File: src/rtl/uart_multi.sv
// Full-duplex UART with 16x oversampling, optional parity and 1/2 stop bits.
// Define UART_MULTI_RX_FIFO_EN for a FIFO_DEPTH-entry RX FIFO; otherwise RX uses a single holding register.
module uart_multi #(
    parameter int DIV_BITS   = 16,
    parameter int DATA_BITS  = 8,
    parameter int FIFO_DEPTH = 8
) (
    input  logic                 i_clk,
    input  logic                 i_rst,
    input  logic [DIV_BITS-1:0]  i_div,
    input  logic                 i_par_en,
    input  logic                 i_par_odd,
    input  logic                 i_stop2,
    input  logic                 i_rxd,
    output logic                 o_txd,
    output logic [DATA_BITS-1:0] o_data,
    output logic                 o_valid,
    input  logic                 i_ready,
    input  logic [DATA_BITS-1:0] i_data,
    input  logic                 i_valid,
    output logic                 o_ready,
    output logic                 o_frerr,
    output logic                 o_parerr,
    output logic                 o_overrun,
    input  logic                 i_err_clr
);
    // state  | meaning
    // IDLE   | line idle; TX accepts data, RX waits for falling edge
    // START  | start bit (TX: waits for first tick before driving low)
    // DATA   | data bits, LSB first
    // PARITY | optional parity bit
    // STOP   | stop bit(s); RX leaves after sampling the first
    typedef enum logic [2:0] {S_IDLE, S_START, S_DATA, S_PARITY, S_STOP} state_t;

    localparam logic [2:0] LAST_BIT = 3'(DATA_BITS - 1);

    logic                 rxd_m, rxd_s, rxd_d, rx_fall;
    logic [DIV_BITS-1:0]  tx_div_cnt, rx_div_cnt;
    logic                 tx_tick, rx_tick;
    state_t               rx_state, tx_state;
    logic [3:0]           rx_tcnt, tx_tcnt;
    logic [2:0]           rx_idx, tx_idx;
    logic [DATA_BITS-1:0] rx_shift, tx_shift;
    logic                 rx_par, rx_par_en, rx_par_odd, rx_push;
    logic                 tx_par, tx_par_en, tx_stop2, tx_go, tx_stop_n;
    logic                 pop, push_ok, ovf_set;

    always_ff @(posedge i_clk or negedge i_rst) begin
        if (!i_rst) begin
            rxd_m <= 1'b1;
            rxd_s <= 1'b1;
            rxd_d <= 1'b1;
        end else begin
            rxd_m <= i_rxd;
            rxd_s <= rxd_m;
            rxd_d <= rxd_s;
        end
    end
    assign rx_fall = rxd_d & ~rxd_s;

    assign tx_tick = (tx_div_cnt == '0);
    assign rx_tick = (rx_div_cnt == '0);

    // TX tick is free-running; RX tick phase restarts at each start edge
    always_ff @(posedge i_clk or negedge i_rst) begin
        if (!i_rst) begin
            tx_div_cnt <= '0;
            rx_div_cnt <= '0;
        end else begin
            tx_div_cnt <= tx_tick ? i_div : tx_div_cnt - 1'b1;
            if ((rx_state == S_IDLE && rx_fall) || rx_tick)
                rx_div_cnt <= i_div;
            else
                rx_div_cnt <= rx_div_cnt - 1'b1;
        end
    end

    always_ff @(posedge i_clk or negedge i_rst) begin
        if (!i_rst) begin
            rx_state   <= S_IDLE;
            rx_tcnt    <= '0;
            rx_idx     <= '0;
            rx_shift   <= '0;
            rx_par     <= 1'b0;
            rx_par_en  <= 1'b0;
            rx_par_odd <= 1'b0;
            rx_push    <= 1'b0;
            o_frerr    <= 1'b0;
            o_parerr   <= 1'b0;
        end else begin
            o_frerr  <= 1'b0;
            o_parerr <= 1'b0;
            rx_push  <= 1'b0;
            case (rx_state)
                S_IDLE: if (rx_fall) begin
                    rx_state   <= S_START;
                    rx_tcnt    <= '0;
                    rx_par_en  <= i_par_en;
                    rx_par_odd <= i_par_odd;
                end
                S_START: if (rx_tick) begin
                    rx_tcnt <= rx_tcnt + 4'd1;
                    if (rx_tcnt == 4'd7 && rxd_s)
                        rx_state <= S_IDLE;
                    else if (rx_tcnt == 4'd15) begin
                        rx_state <= S_DATA;
                        rx_idx   <= '0;
                    end
                end
                S_DATA: if (rx_tick) begin
                    rx_tcnt <= rx_tcnt + 4'd1;
                    if (rx_tcnt == 4'd7)
                        rx_shift <= {rxd_s, rx_shift[DATA_BITS-1:1]};
                    if (rx_tcnt == 4'd15) begin
                        if (rx_idx == LAST_BIT)
                            rx_state <= rx_par_en ? S_PARITY : S_STOP;
                        else
                            rx_idx <= rx_idx + 3'd1;
                    end
                end
                S_PARITY: if (rx_tick) begin
                    rx_tcnt <= rx_tcnt + 4'd1;
                    if (rx_tcnt == 4'd7)
                        rx_par <= rxd_s;
                    if (rx_tcnt == 4'd15)
                        rx_state <= S_STOP;
                end
                S_STOP: if (rx_tick) begin
                    rx_tcnt <= rx_tcnt + 4'd1;
                    if (rx_tcnt == 4'd7) begin
                        rx_state <= S_IDLE;
                        if (!rxd_s)
                            o_frerr <= 1'b1;
                        else if (rx_par_en && (rx_par != (^rx_shift ^ rx_par_odd)))
                            o_parerr <= 1'b1;
                        else
                            rx_push <= 1'b1;
                    end
                end
                default: rx_state <= S_IDLE;
            endcase
        end
    end

    always_ff @(posedge i_clk or negedge i_rst) begin
        if (!i_rst) begin
            tx_state  <= S_IDLE;
            tx_tcnt   <= '0;
            tx_idx    <= '0;
            tx_shift  <= '0;
            tx_par    <= 1'b0;
            tx_par_en <= 1'b0;
            tx_stop2  <= 1'b0;
            tx_go     <= 1'b0;
            tx_stop_n <= 1'b0;
            o_txd     <= 1'b1;
            o_ready   <= 1'b1;
        end else begin
            case (tx_state)
                S_IDLE: if (i_valid) begin
                    tx_state  <= S_START;
                    tx_shift  <= i_data;
                    tx_par    <= ^i_data ^ i_par_odd;
                    tx_par_en <= i_par_en;
                    tx_stop2  <= i_stop2;
                    tx_go     <= 1'b0;
                    o_ready   <= 1'b0;
                end
                S_START: if (tx_tick) begin
                    if (!tx_go) begin
                        tx_go   <= 1'b1;
                        tx_tcnt <= '0;
                        o_txd   <= 1'b0;
                    end else begin
                        tx_tcnt <= tx_tcnt + 4'd1;
                        if (tx_tcnt == 4'd15) begin
                            tx_state <= S_DATA;
                            tx_idx   <= '0;
                            o_txd    <= tx_shift[0];
                            tx_shift <= tx_shift >> 1;
                        end
                    end
                end
                S_DATA: if (tx_tick) begin
                    tx_tcnt <= tx_tcnt + 4'd1;
                    if (tx_tcnt == 4'd15) begin
                        if (tx_idx != LAST_BIT) begin
                            tx_idx   <= tx_idx + 3'd1;
                            o_txd    <= tx_shift[0];
                            tx_shift <= tx_shift >> 1;
                        end else if (tx_par_en) begin
                            tx_state <= S_PARITY;
                            o_txd    <= tx_par;
                        end else begin
                            tx_state  <= S_STOP;
                            tx_stop_n <= 1'b0;
                            o_txd     <= 1'b1;
                        end
                    end
                end
                S_PARITY: if (tx_tick) begin
                    tx_tcnt <= tx_tcnt + 4'd1;
                    if (tx_tcnt == 4'd15) begin
                        tx_state  <= S_STOP;
                        tx_stop_n <= 1'b0;
                        o_txd     <= 1'b1;
                    end
                end
                S_STOP: if (tx_tick) begin
                    tx_tcnt <= tx_tcnt + 4'd1;
                    if (tx_tcnt == 4'd15) begin
                        if (tx_stop2 && !tx_stop_n)
                            tx_stop_n <= 1'b1;
                        else begin
                            tx_state <= S_IDLE;
                            o_ready  <= 1'b1;
                        end
                    end
                end
                default: tx_state <= S_IDLE;
            endcase
        end
    end

    assign pop = o_valid & i_ready;

`ifdef UART_MULTI_RX_FIFO_EN
    localparam int AW = (FIFO_DEPTH > 1) ? $clog2(FIFO_DEPTH) : 1;
    localparam logic [AW:0] FULL_CNT = FIFO_DEPTH[AW:0];

    logic [DATA_BITS-1:0] mem [FIFO_DEPTH];
    logic [AW-1:0]        wr_ptr, rd_ptr;
    logic [AW:0]          count;
    logic                 full;

    assign full    = (count == FULL_CNT);
    assign push_ok = rx_push & (~full | pop);
    assign ovf_set = rx_push & full & ~pop;

    always_ff @(posedge i_clk or negedge i_rst) begin
        if (!i_rst) begin
            for (int i = 0; i < FIFO_DEPTH; i++)
                mem[i] <= '0;
            wr_ptr <= '0;
            rd_ptr <= '0;
            count  <= '0;
        end else begin
            if (push_ok) begin
                mem[wr_ptr] <= rx_shift;
                wr_ptr      <= wr_ptr + 1'b1;
            end
            if (pop)
                rd_ptr <= rd_ptr + 1'b1;
            case ({push_ok, pop})
                2'b10:   count <= count + 1'b1;
                2'b01:   count <= count - 1'b1;
                default: count <= count;
            endcase
        end
    end

    assign o_valid = (count != '0);
    assign o_data  = mem[rd_ptr];
`else
    logic [DATA_BITS-1:0] hold_data;
    logic                 hold_valid;

    assign push_ok = rx_push & (~hold_valid | pop);
    assign ovf_set = rx_push & hold_valid & ~pop;

    always_ff @(posedge i_clk or negedge i_rst) begin
        if (!i_rst) begin
            hold_data  <= '0;
            hold_valid <= 1'b0;
        end else if (push_ok) begin
            hold_data  <= rx_shift;
            hold_valid <= 1'b1;
        end else if (pop) begin
            hold_valid <= 1'b0;
        end
    end

    assign o_valid = hold_valid;
    assign o_data  = hold_data;
`endif

    // set wins over a simultaneous clear
    always_ff @(posedge i_clk or negedge i_rst) begin
        if (!i_rst)
            o_overrun <= 1'b0;
        else if (ovf_set)
            o_overrun <= 1'b1;
        else if (i_err_clr)
            o_overrun <= 1'b0;
    end
endmodule

File: config.mk
export PLATFORM = sky130hd
export DESIGN_NAME = uart_multi
export DESIGN_NICKNAME = d
export VERILOG_FILES = /design/src/rtl/uart_multi.sv
export SDC_FILE = /design/constraint.sdc
export NUM_CORES = 1
export LEC_CHECK = 0
export CELL_PAD_IN_SITES_DETAIL_PLACEMENT = 0
export CELL_PAD_IN_SITES_GLOBAL_PLACEMENT = 1
export CORE_MARGIN = 2
export CORE_UTILIZATION = 49
export DETAILED_ROUTE_END_ITERATION = 7
export MAX_ROUTING_LAYER = met4
export PLACE_DENSITY = 0.87
export SYNTH_ARGS = -nofsm -noshare
export SYNTH_HDL_FRONTEND = slang
export SYNTH_SLANG_ARGS = --single-unit
File: constraint.sdc
create_clock -name i_clk -period 4.48 [get_ports i_clk]
set_clock_uncertainty 0.2 [all_clocks]
set_input_delay 0.896 -clock i_clk [delete_from_list [all_inputs] [get_ports i_clk]]
set_output_delay 0.896 -clock i_clk [all_outputs]
set_load 0.05 [all_outputs]
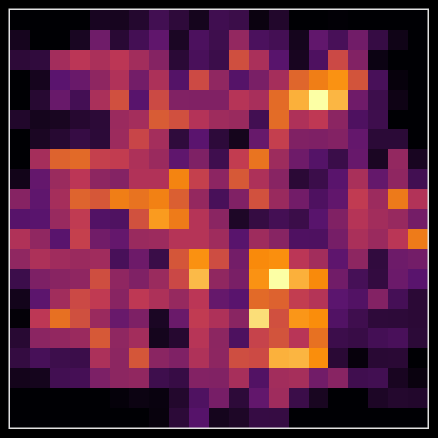
Fig. 1. Wiring heat map (run 1).
Drawn at 4 px/um. 21 x 21 tiles, from black (low) to pale yellow (high), scaled to the fullest tile. Values are wire area over tile area, all layers added.
mean over tiles: 0.15
densest ninth of the die: center
nearly empty tiles: 12%
tiles over half the peak: 18%
fullest tile: 0.48
DR vias: 3,650
drt total wl: 10,100 um
average wire per standard cell: 15.4 um
global-route usage over all layers: 20.3%

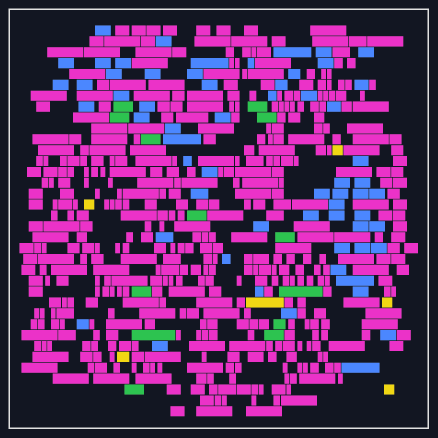
Fig. 2. Cells by drive strength (run 1).
Drawn at 4 px/um.
legend:
  _6 and larger:
    color: green
    cells: 13
    share: 2.5%
    most_used: clkbuf_8
  _3 and _4 cells:
    color: yellow
    cells: 6
    share: 1.1%
    most_used: buf_4
  _0 and _1 cells:
    color: magenta
    cells: 446
    share: 85%
    most_used: dfrtp_1
  _2 cells:
    color: blue
    cells: 61
    share: 12%
    most_used: mux2_2
Synth-to-Final Area Change: 16.2%
bufs w/o clock: 49
Final WS setup: 1.51 ns

==> impl_metrics.json, run 1 <==
{
  "edf_count": 0,
  "cp.depth": 5,
  "dp_hpwl_um": 7300,
  "inverters": 10,
  "pin_count": 47,
  "placed_area_sq_um": 5520,
  "synth_nets": 522,
  "sequentialPower_uw": 1250,
  "whs_endpoint": "rxd_s",
  "design_area_sq_um": 5740,
  "io_buffers": 46,
  "yosysWarnings": 0,
  "warnings": 28,
  "cp-endpoint": "tx_shift[1]",
  "fin_cells": 659,
  "top_layer": "met4",
  "async_flop_share_pct": 100,
  "utilization_pct": 58.7,
  "n_fill_cell": 863,
  "die_w_um": 104,
  "holdBufCountCts": 0,
  "n_tap_cell": 133,
  "hold_ws_ns": 0.169,
  "dp_worst_setup_slack_ns": 1.53,
  "seq_area_share_pct": 41.1,
  "insertion_delay_ns": 0.37,
  "die_h_um": 104,
  "clock_power_share_pct": 24.7,
  "drc": 0,
  "rr_endpoint": "tx_shift[1]",
  "wl_met3_um": 418,
  "ys_cells": 479,
  "met1Wirelength_um": 4740,
  "yosysTopAreaCell": "dfrtp_1",
  "grt_pass1_wl_um": 17400,
  "max-slew-margin-rel_pct": 27.5,
  "drtAntennaViolNets": 0,
  "final_nets": 564,
  "startpoint": "tx_div_cnt[10]",
  "power_clock_uw": 632,
  "vias_per_cell": 5.54,
  "ys_seq_share_pct": 47.7,
  "min_period_ns": 2.97,
  "clock_area_share_pct": 3.90,
  "rows": 36,
  "fp_util_pct": 50.5,
  "comb_power_uw": 668,
  "worst_slew_pin_slew_ns": 1.09,
  "clk_pin_slew_ns": 0.09,
  "setup_viol": 0,
  "gp_congestion": 0.899,
  "avgSynthCellArea_sq_um": 10.3,
  "pwr-share-comb_pct": 26.2,
  "status": "finished clean",
  "synth_cell_type_count": 58,
  "grtUsageMet3_pct": 3.57,
  "grt_overflow": 0,
  "synth_area_sq_um": 4940,
  "cts_resized": 0,
  "area.sequential_sq_um": 2360,
  "worst_setup_path_end_kind": "flip-flop",
  "critPathRequiredTime_ns": 4.53,
  "cp_slowest_stage_delay_ns": 0.54,
  "multi_input_comb_cells": 357,
  "clock-root-buffer": "clkbuf_8",
  "whs_path_depth": 0,
  "grt_max_degree": 88,
  "reg2reg_depth": 5,
  "gr-usage-met1_pct": 27.6,
  "worstPathArrival_ns": 3.02,
  "first_pass_iters": 4,
  "yosysChipArea_sq_um": 4940,
  "irDropWorstVdd_v": 0.000311,
  "leakagePower_uw": 0.00246,
  "placedCellCount": 643,
  "yosysTopAreaCellShare_pct": 45.1,
  "logic_area_sq_um": 2470,
  "busiest_layer": "met2",
  "rsz0062_at_grt": "no",
  "fmax_mhz": 337
}
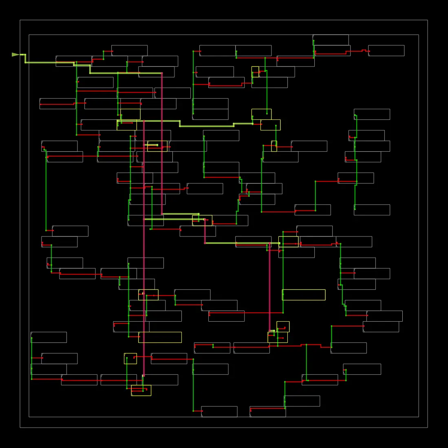
Fig. 3. Clock wiring as the flow saved it (run 1).
# clock sinks: 94
total CTS buffers: 9
registers: 94

-- run 1: state kept, by name, indices dropped and copies added (netlist names), 3 cells and up --
register and flops:
rx_state 3, o_data 8, tx_shift 8, rx_div_cnt 16, tx_div_cnt 16, rx_tcnt 4, rx_idx 3, tx_tcnt 4
tx_state 3, rx_shift 8, tx_idx 3
-- run 1: cell families after synthesis --
kind of cell             count (synthesis)  share of synthesized area [%]
XOR/XNOR                                43                           7.90
multiplexers                            43                           9.80
adder cells (fa/ha/maj)                 10                           2.53
buffers and inverters                   28                           2.18
AND/OR/NAND/NOR                        171                           18.2
flip-flops                              94                           47.7
AND-OR/OR-AND                           90                           11.6
-- run 1: synthesized netlist by cell type (3+ instances only) --
library cell,number
nand3_1,14
a21oi_1,22
nand4_1,5
ha_1,10
o21a_1,3
xor2_1,14
or2_2,3
dfstp_2,5
dfrtp_1,89
inv_1,10
a31oi_1,5
or3b_2,3
and3_1,6
nor2b_1,7
a21o_1,3
nand2b_1,10
clkbuf_1,15
nand3b_1,4
nor4_1,8
mux2_2,43
o21ai_0,33
nor3_1,14
nor2_1,37
nand2_1,39
or3_1,4
o31ai_1,4
xnor2_1,28
-- run 1: cell usage in the layout (no fill, tap or decap), types with 3 or more instances in the layout --
cell type and count:
nor3_1 14, a21o_1 3, or3b_2 3, nand3_1 14, o21a_1 3, ha_1 10, nor2_1 37, or3_1 4
a31oi_1 5, buf_4 4, nor2b_1 7, a21oi_1 22, inv_1 10, nand3b_1 4, o31ai_1 4, mux2_2 43
xor2_1 14, dfstp_2 5, clkdlybuf4s50_1 45, nand2b_1 10, nand2_1 39, clkbuf_8 10, dfrtp_1 89, and3_1 6
o21ai_0 33, xnor2_1 28, or2_2 3, nor4_1 8, nand4_1 5
Fig. 4: run 1, where the registers sit
Drawn at 4 px/um. Other sequential cells in the stronger gray, the rest of the logic in the fainter gray.
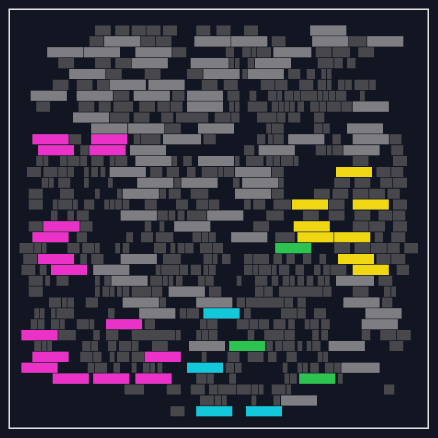

--- run 2 (diff from run 1) ---
--- a/config.mk
+++ b/config.mk
@@ -8,10 +8,10 @@
 export CELL_PAD_IN_SITES_DETAIL_PLACEMENT = 0
 export CELL_PAD_IN_SITES_GLOBAL_PLACEMENT = 1
 export CORE_MARGIN = 2
-export CORE_UTILIZATION = 49
+export CORE_UTILIZATION = 41
 export DETAILED_ROUTE_END_ITERATION = 7
 export MAX_ROUTING_LAYER = met4
-export PLACE_DENSITY = 0.87
+export PLACE_DENSITY = 0.78
 export SYNTH_ARGS = -nofsm -noshare
 export SYNTH_HDL_FRONTEND = slang
 export SYNTH_SLANG_ARGS = --single-unit
==> constraint.sdc (replaced) <==
create_clock -name i_clk -period 2.67 [get_ports i_clk]
set_clock_uncertainty 0.2 [all_clocks]
set_input_delay 0.534 -clock i_clk [delete_from_list [all_inputs] [get_ports i_clk]]
set_output_delay 0.534 -clock i_clk [all_outputs]
set_load 0.05 [all_outputs]
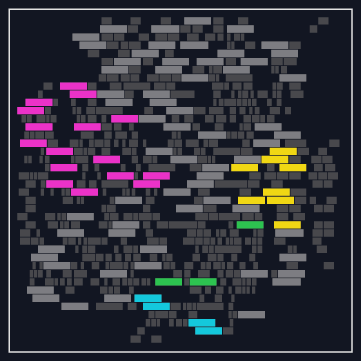
Fig. 5. Where the registers sit (run 2).
Drawn at 3 px/um. Other sequential cells in the stronger gray, the rest of the logic in the fainter gray.
legend:
  tx_state:
    color: green
    flops: 3
  tx_shift:
    color: yellow
    flops: 8
    where: middle right
  rx_div_cnt:
    color: magenta
    flops: 16
    where: middle left
  tx_tcnt:
    color: cyan
    flops: 4
    where: bottom center

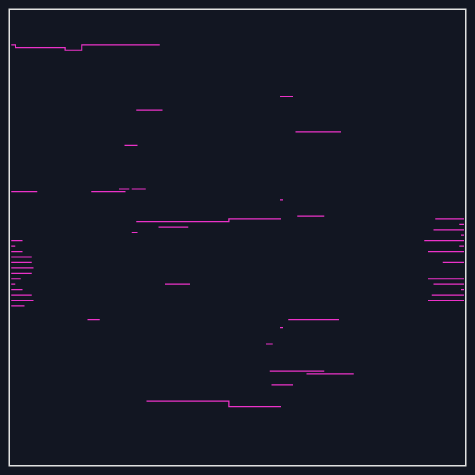
Fig. 6. Metal 3 (run 2).
Drawn at 4 px/um.
longest straight run: 23.0 um
wire length on this layer: 338 um
DR vias: 3,725
met3 Use GR: 2.98%

==> run 2 against run 1 <==
Effect of this change:
- synthesized cell count did not move
- non-clock buffer count grew 21
- highest routed layer unchanged
- critical endpoint is now tx_shift[2]
- register-to-register slack got worse by 1.5 ns
- largest power group unchanged
==> impl_metrics.json, run 2 <==
{
  "numCtsBuffers": 9,
  "worstPathArrival_ns": 2.65,
  "design_area_sq_um": 6050,
  "p_int_uw": 3180,
  "dp_hpwl_um": 7680,
  "vias_per_cell": 5.37,
  "warnings": 30,
  "grt_max_degree": 42,
  "first_pass_iters": 6,
  "cts_sinks": 94,
  "common_cells": "89 x dfrtp_1, 43 x mux2_2, 39 x nand2_1",
  "synth_nets": 522,
  "adder_share_pct": 2.53,
  "clock_power_share_pct": 28.3,
  "reg_top3": "rx_div_cnt x16, tx_div_cnt x16",
  "async_flop_share_pct": 100,
  "rr_endpoint": "tx_shift[2]",
  "gr-usage-met1_pct": 24.6,
  "dp_worst_setup_slack_ns": 0.0155,
  "yosys.area_share.simple_pct": 18.2,
  "rsz0062_at_grt": "yes",
  "avgSynthCellArea_sq_um": 10.3,
  "min_period_ns": 2.62,
  "switchingPower_uw": 1460,
  "grtUsageMet2_pct": 27.6,
  "clk_pin_slew_ns": 0.07,
  "wl_per_cell_um": 14.9,
  "gp_congestion": 0.819,
  "top_cell": "dfrtp_1",
  "cp_slowest_stage_delay_ns": 0.42,
  "area_leaders": "dfrtp_1 45%, mux2_2 9.8%, xnor2_1 5.0%",
  "compound_area_share_pct": 11.6,
  "max-slew-margin-rel_pct": 64.5,
  "whs_endpoint": "rxd_s",
  "fmax_mhz": 381,
  "insertion_delay_ns": 0.34,
  "whs_path_depth": 0,
  "comb_power_uw": 1240,
  "power_clock_uw": 1310,
  "final_nets": 585,
  "utilization_pct": 51.0,
  "muxShareOfSynthArea_pct": 9.80,
  "ys_seq_share_pct": 47.7,
  "rows": 40,
  "clock-root-buffer": "clkbuf_16",
  "placed_area_sq_um": 5710,
  "worst_setup_path_end_kind": "flip-flop",
  "irDropWorstVdd_v": 0.000426,
  "drtAntennaViolNets": 0,
  "drt-total-wl_um": 10300,
  "n_fill_cell": 1090,
  "critPathKind": "flip-flop to flip-flop",
  "area_delta_synth_final_pct": 22.5,
  "leakagePower_uw": 0.00260,
  "drc": 0,
  "edf_count": 0,
  "pin_count": 47,
  "final_cell_mix": "89 x dfrtp_1, 45 x clkdlybuf4s50_1, 42 x mux2_2",
  "busiest_layer": "met2",
  "synth_cell_type_count": 58,
  "cap_violations": 0,
  "synth_area_sq_um": 4940,
  "yosysWarnings": 0,
  "die_h_um": 114,
  "setup_viol": 0,
  "reg2reg_depth": 6,
  "drtIter0Drc": 129,
  "fp_util_pct": 41.6,
  "status": "finished clean",
  "yosysChipArea_sq_um": 4940,
  "yosysTopAreaCellShare_pct": 45.1,
  "pwr-share-comb_pct": 26.7,
  "finalWorstSetupSlack_ns": 0.0472,
  "worst_slew_pin_slew_ns": 0.532,
  "yosysTopAreaCell": "dfrtp_1",
  "grt_pass1_wl_um": 18100,
  "final_common_cell": "dfrtp_1",
  "cts_tree": "yes",
  "ys_cells": 479,
  "critPathRequiredTime_ns": 2.70,
  "io_buffers": 46,
  "die_w_um": 114,
  "grt_overflow": 0,
  "reg2reg_from": "tx_div_cnt[9]",
  "grtUsageTotal_pct": 17.9,
  "synth-xor-area-share_pct": 7.90
}
==> run 2: netlist changes by cell type in the layout (fill, tap and decap cells not counted), sizes merged <==
cell,previous run,this run
bufinv,2,1
clkinvlp,0,3
buf,4,24
clkinv,2,1
clkbuf,11,10
dlygate4sd3,0,1
==> run 2: metal layers <==
layer	vias up	wire (um)
met3	11	338
met1	1815	5010
met2	61	4840
li1	1838	-
met5	-	0
met4	0	153
==> run 2: metrics by stage <==
| stage | power (uW) | cells | hold slack, ns |
|---|---|---|---|
| 6_report | 4650 | 694 | 0.155 |
| 5_1_grt | 4960 | 694 | 0.160 |
| 4_1_cts | 4680 | 694 | 0.156 |
| 3_5_place_dp | 3350 | 677 | 0.150 |
| 3_3_place_gp | 3300 | 677 | 0.149 |
| 2_1_floorplan | 2920 | 479 | 0.0384 |
==> run 2: worst max-delay path by stage <==
stage          slack, ns           start     endpoint  depth (start not counted)
6_report            0.05   tx_div_cnt[9]  tx_shift[2]                          6
5_1_grt            -0.05   tx_div_cnt[6]  tx_shift[2]                          7
4_1_cts             0.01  tx_div_cnt[10]  tx_shift[7]                          6
3_5_place_dp        0.02  tx_div_cnt[10]  tx_shift[2]                          6
3_3_place_gp        0.06  tx_div_cnt[10]  tx_shift[3]                          6
2_1_floorplan      -0.07   tx_div_cnt[9]  tx_shift[0]                          6
==> run 2: cell type report <==
type	count	area [sq um]	share of cell area [%]
timing repair buffer	70	666	11.0
inverter	10	37.5	0.620
clock inverter	6	70.1	1.16
sequential	94	2360	39.0
tap	147	184	3.04
clock buffer	10	239	3.95
multi-input combinational	357	2500	41.3
==> run 2: timing repair <==
item | 4_1_cts | 5_1_grt
endpoints found under the setup margin | 0 | 18
gates resized | 0 | 5
hold buffers | 1 | 0
hold endpoints to repair | 36 | 0
Power figures rest on the tool's default switching activity, not on a simulated workload.
